==> images/ff_map.png <==
The bar under the picture is 50 um long. Other sequential cells in the stronger gray, the rest of the logic in the fainter gray.
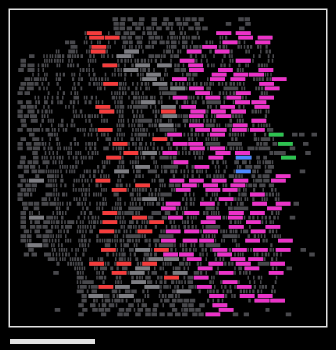
==> images/m2.png <==
The bar under the picture is 50 um long.
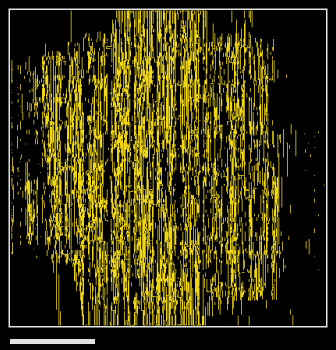
`src/rtl/pc_pkg.sv`:
```
// pc_pkg: shared definitions for the program-counter unit.
//   pc_sel_e  - next-PC mode encodings driven on pc_unit.sel
//   PC_INC    - sequential PC increment in bytes
//   ras_cnt_w - width of a RAS occupancy counter able to hold 0..depth
package pc_pkg;

  typedef enum logic [2:0] {
    PC_SEQ  = 3'd0,
    PC_BR   = 3'd1,
    PC_JMP  = 3'd2,
    PC_JR   = 3'd3,
    PC_RET  = 3'd4,
    PC_ERET = 3'd5
  } pc_sel_e;

  localparam int unsigned PC_INC = 4;

  function automatic int unsigned ras_cnt_w(input int unsigned depth);
    return $clog2(depth) + 1;
  endfunction

endpackage

```
`src/rtl/pc_ras.sv`:
```
// pc_ras: circular return-address stack.
//   clk, reset - clock, asynchronous active-high reset
//   push, din  - write din above the current top (overwrites oldest when full)
//   pop        - discard the top entry (ignored when empty)
//   top        - current top entry, 0 when empty
//   count      - number of valid entries (saturates at RAS_DEPTH)
//   empty      - count == 0
// push together with pop replaces the top entry in place.
module pc_ras
  import pc_pkg::*;
#(
  parameter int unsigned WIDTH     = 32,
  parameter int unsigned RAS_DEPTH = 4,
  localparam int unsigned CW       = ras_cnt_w(RAS_DEPTH)
) (
  input  logic             clk,
  input  logic             reset,
  input  logic             push,
  input  logic             pop,
  input  logic [WIDTH-1:0] din,
  output logic [WIDTH-1:0] top,
  output logic [CW-1:0]    count,
  output logic             empty
);

  localparam int unsigned PW = $clog2(RAS_DEPTH);

  logic [WIDTH-1:0] mem [RAS_DEPTH];
  logic [PW-1:0]    ptr;
  logic [PW-1:0]    ptr_up;
  logic             do_pop;

  assign ptr_up = ptr + PW'(1);
  assign do_pop = pop && (count != '0);
  assign empty  = (count == '0);
  assign top    = empty ? '0 : mem[ptr];

  always_ff @(posedge clk or posedge reset) begin
    if (reset) begin
      for (int unsigned i = 0; i < RAS_DEPTH; i++) mem[i] <= '0;
      ptr   <= '0;
      count <= '0;
    end else if (do_pop && push) begin
      // pop followed by push lands on the same slot
      mem[ptr] <= din;
    end else if (push) begin
      ptr         <= ptr_up;
      mem[ptr_up] <= din;
      if (count != CW'(RAS_DEPTH)) count <= count + CW'(1);
    end else if (do_pop) begin
      ptr   <= ptr - PW'(1);
      count <= count - CW'(1);
    end
  end

endmodule

```
`src/rtl/pc_unit.sv`:
```
// pc_unit: program counter with next-PC selection, EPC capture and RAS.
//   clk, reset  - clock, asynchronous active-high reset
//   en          - update enable (0 holds pc, epc and RAS)
//   sel         - next-PC mode (pc_sel_e encodings, 6/7 behave as SEQ)
//   br_offset   - sign-extended word offset for BR
//   target      - absolute jump target for JMP
//   rs_val      - register value for JR
//   push        - call: push pc_plus onto the RAS
//   exc         - exception: pc <= EXC_VECTOR, epc <= pc (overrides en)
//   pc, pc_plus - current PC, pc + 4
//   epc         - captured PC of the faulting instruction
//   ras_top, ras_count, ras_empty - RAS status
module pc_unit
  import pc_pkg::*;
#(
  parameter int unsigned       WIDTH        = 32,
  parameter logic [WIDTH-1:0]  RESET_VECTOR = '0,
  parameter logic [WIDTH-1:0]  EXC_VECTOR   = WIDTH'('h180),
  parameter int unsigned       RAS_DEPTH    = 4
) (
  input  logic                           clk,
  input  logic                           reset,
  input  logic                           en,
  input  logic [2:0]                     sel,
  input  logic [WIDTH-1:0]               br_offset,
  input  logic [WIDTH-1:0]               target,
  input  logic [WIDTH-1:0]               rs_val,
  input  logic                           push,
  input  logic                           exc,
  output logic [WIDTH-1:0]               pc,
  output logic [WIDTH-1:0]               pc_plus,
  output logic [WIDTH-1:0]               epc,
  output logic [WIDTH-1:0]               ras_top,
  output logic [ras_cnt_w(RAS_DEPTH)-1:0] ras_count,
  output logic                           ras_empty
);

  pc_sel_e          sel_e;
  logic [WIDTH-1:0] nxt;
  logic [WIDTH-1:0] jmp_pc;
  logic             ras_push;
  logic             ras_pop;

  assign sel_e   = pc_sel_e'(sel);
  assign pc_plus = pc + WIDTH'(PC_INC);

  // RAS only moves on an enabled, non-exception cycle
  assign ras_push = en && !exc && push;
  assign ras_pop  = en && !exc && (sel_e == PC_RET);

  always_comb begin
    // region bits above 27 come from pc_plus; written this way so WIDTH == 28 works
    jmp_pc       = pc_plus;
    jmp_pc[27:0] = {target[25:0], 2'b00};
    nxt          = pc_plus;
    case (sel_e)
      PC_BR:   nxt = pc_plus + (br_offset << 2);
      PC_JMP:  nxt = jmp_pc;
      PC_JR:   nxt = {rs_val[WIDTH-1:2], 2'b00};
      PC_RET:  nxt = ras_empty ? pc_plus : ras_top;
      PC_ERET: nxt = epc;
      default: nxt = pc_plus;
    endcase
  end

  always_ff @(posedge clk or posedge reset) begin
    if (reset) begin
      pc  <= RESET_VECTOR;
      epc <= '0;
    end else if (exc) begin
      pc  <= EXC_VECTOR;
      epc <= pc;
    end else if (en) begin
      pc <= nxt;
    end
  end

  pc_ras #(
    .WIDTH     (WIDTH),
    .RAS_DEPTH (RAS_DEPTH)
  ) u_ras (
    .clk   (clk),
    .reset (reset),
    .push  (ras_push),
    .pop   (ras_pop),
    .din   (pc_plus),
    .top   (ras_top),
    .count (ras_count),
    .empty (ras_empty)
  );

endmodule

```
`config.mk`:
```
export PLATFORM = sky130hd
export DESIGN_NAME = pc_unit
export DESIGN_NICKNAME = d
export VERILOG_FILES = /design/src/rtl/pc_pkg.sv /design/src/rtl/pc_ras.sv /design/src/rtl/pc_unit.sv
export SDC_FILE = /design/constraint.sdc
export NUM_CORES = 1
export LEC_CHECK = 0
export ABC_AREA = 1
export CORE_MARGIN = 4
export CORE_UTILIZATION = 40
export CTS_CLUSTER_SIZE = 28
export DETAILED_ROUTE_END_ITERATION = 8
export PLACE_DENSITY_LB_ADDON = 0.3
export SYNTH_ARGS = -nofsm -noshare
export SYNTH_HDL_FRONTEND = slang
export SYNTH_SLANG_ARGS = --single-unit
export TNS_END_PERCENT = 100
```
`constraint.sdc`:
```
create_clock -name clk -period 5.9 [get_ports clk]
set_input_delay 0.59 -clock clk [delete_from_list [all_inputs] [get_ports clk]]
set_output_delay 0.59 -clock clk [all_outputs]
set_load 0.05 [all_outputs]
```
==> CHANGELOG.md <==
## Flow update

* Status: finished, final reports clean
* Fa+ha+maj area frac at 0.04249
* Top comb family, area: simple AND/OR/NAND/NOR gates
* Remaining global-route overflow at 0
* Total Routing Usage GR at 0.2633
* Max incr delay on CP at 0.93 ns
* Post-DR vias/cell at 5.354
* DRC Markers at 0
* Asr flop ratio synth at 1.000
* Top cells by count: nand2_1 (632), o21ai_0 (251), nor2_1 (215)
* Post-cts sizing count at 0
* Worst Path Buf+Inv at 3
* Syn avg cell area at 6.656 sq um
* Distinct lib cells at 43
* Share of cells above drive strength 1 at 0.03744
* XORs/XNORs by Area at 0.008263
* Sequential share of power at 0.311
* Slew @ Worst Pin at 1.258 ns
* Clk latency late pin at 0.45 ns
* Setup TNS Final at 0 ns
* Synth mux share at 0.004427
* Max-slew violation count at 0
* Worst Skew at 0.02187 ns
* Worst-path clk slew at 0.09 ns
* Top FF cell, synth: dfrtp_1
* Final setup viols at 0
* Largest net degree at the start of global routing at 115
* Area Growth Syn to Fin at 25.24%
* Clock buffer depth at 2
* Worst hold path depth at 2
* Core area at 0.03147 sq mm
* Worst path arrival time at 3.74 ns
* OpenROAD warnings at 46
* H-tree Lvls at 4
* Pre-CTS WS at 1.795 ns
* Post-synthesis simple-gate area fraction at 0.3242
* Compound Share, Synth at 0.1427
* CTS tree: done
* Final HPWL DP at 34.85 mm
* Biggest area consumer among synthesized cells: dfrtp_1
* Pwr Density at 381.7 mW/mm^2
* Critical path depth at 10
* Most frequent cell after synthesis: nand2_1
* Initial DRT Pass Iterations at 5
* Crit-path cells: ha_1 > nand2_1 > nor2_1 > nand2_1 > nor2_1 > inv_1 > nand2_1 > inv_1 > nor2_1 > clkdlybuf4s50_1
* Sequential area share after synthesis at 0.3876
* Final Power at 6.080 mW
* CP max stage cell: clkdlybuf4s50_1
* Fillers at 3099
* Worst rel slew slack at 0.1602
* CP Max Fanout at 10
* P_sw at 2.928 mW
* Yosys warning total at 0
* Fmax at 0.2308 GHz
* CP Launch Type: flop
* Post-route ant nets at 0
* Initial antenna violation count at 2
* CP Class: reg2out
* FP Util at 0.4041
* Port bufs at 225
* Clock net sink count at 197
* Syn_nets at 2057
* Global-route wire length before repair at 72.71 mm
* Hold WC Path Type: reg2reg
* MaxCap Viol Count at 0
* Post-synth EDFFs at 0
* Setup ws final at 1.567 ns
* 1st-iter DRT viols at 1369
* Root Buffer: clkbuf_16
* Total CTS buffers at 17
* Gate power share at 0.494
* Pleak at 7.560 nW
* Period utilisation layout at 0.7343
* Chip Area, Yosys at 0.01272 sq mm
* Worst hold margin at 0.4846 ns
* Final weighted congestion in routability-driven placement at 1.009
* Sw Ratio at 0.4815
* # rows at 65
* Io pins at 236
* Peak VDD IR at 218.2 uV
* Int Power at 3.152 mW
* Synth top area share at 0.3876
* R2R depth at 20
* Largest cells by area: dfrtp_1 (39%), nand2_1 (19%), o21ai_0 (9.9%), nor2_1 (6.3%), inv_1 (6.2%)
* Via count at 13460
* Yosys cell count at 1911
* Family with the most delay on the worst path: simple AND/OR/NAND/NOR gates
About ff_map.png:
blue -> u_ras.ptr  # flops 2
magenta -> u_ras.mem  # flops 128
red -> pc  # flops 32
green -> u_ras.count  # flops 3
FF/Latch Area: 0.004931 sq mm
post-layout util: 0.5061
flop share of the area: 0.3095
Seq power: 1.89 mW

About m2.png:
share of all routed wire = 46%
nets with wire on the layer = 1752
wire length on this layer = 21.4 mm
main direction = vertical

-- flip-flops by register name, summed over array words and instances (netlist names) --
| name | flops |
|---|---|
| u_ras.count | 3 |
| u_ras.mem | 128 |
| pc | 32 |
| epc | 32 |
| u_ras.ptr | 2 |
-- path summary, 6_finish.rpt --
path | from | end | slack (ns)
worst max register to register | pc[2] | pc[29] | 1.76
worst min register to register | u_ras.mem[68] | u_ras.mem[68] | 0.48
max in group asynchronous | reset | pc[17] | 4.12
worst min-delay path | u_ras.mem[68] | u_ras.mem[68] | 0.48
min in group asynchronous | reset | u_ras.mem[3] | 0.60
worst max-delay path | pc[2] | pc_plus[12] | 1.57
-- worst register-to-register path: cells and delay by family, from the launching register on --
kind	cells	cell delay, ns
flops	1	0.59
buf+inv	1	0.12
simple gates	17	2.69
fa+ha+maj	2	0.67
-- cells by family after synthesis --
logic type | after synthesis
AND-OR/OR-AND | 347
XOR/XNOR | 12
adder cells (fa/ha/maj) | 42
buffers and inverters | 295
flip-flops | 197
multiplexers | 5
AND/OR/NAND/NOR | 1013
-- cells in the final DEF, fill, tap and decap left out, drive strengths merged, types with 11 or more instances in the layout --
cell type,Yosys,final
a21oi,67,67
buf,19,17
clkbuf,56,18
clkdlybuf4s50,0,225
clkinv,3,11
dfrtp,197,197
ha,40,40
inv,217,222
nand2,632,632
nand3,92,92
nand4,27,27
nor2,222,222
nor3,17,17
o21ai,253,253
xor2,11,11
-- metal layers --
layer	routed length [um]	GRT usage	vias to the layer above
li1	-	-	6475
met5	0	0	-
met2	21400	0.4274	558
met1	20350	0.3644	6343
met3	3558	0.04059	83
met4	1458	0.08476	0
-- power groups by stage --
stage,sequential (mW),clock [mW],combinational [mW]
2_1_floorplan,1.99,0,1.87
3_3_place_gp,1.89,0,2.94
3_5_place_dp,1.91,0,2.99
4_1_cts,1.88,1.20,3.00
5_1_grt,1.93,1.26,3.25
6_report,1.89,1.19,3.00
-- cell type report --
cell class	count	area [sq um]	area share
antenna	2	5.005	0.0003142
multi-input combinational	1419	6648	0.4173
timing repair buffer	242	2405	0.1510
clock buffer	18	429.2	0.02694
clock inverter	14	177.7	0.01115
tap	402	503.0	0.03157
inverter	220	832.0	0.05223
sequential	197	4931	0.3095
-- through the flow --
stage,area [sq um],std cells,util
final,15930,2514,0.5061
after global routing,15930,2514,0.5061
after CTS,15930,2512,0.5060
after detailed placement,15320,2480,0.4867
after global placement,15320,2480,0.4867
after floorplan,12720,1911,-
Power figures rest on the tool's default switching activity, not on a simulated workload.
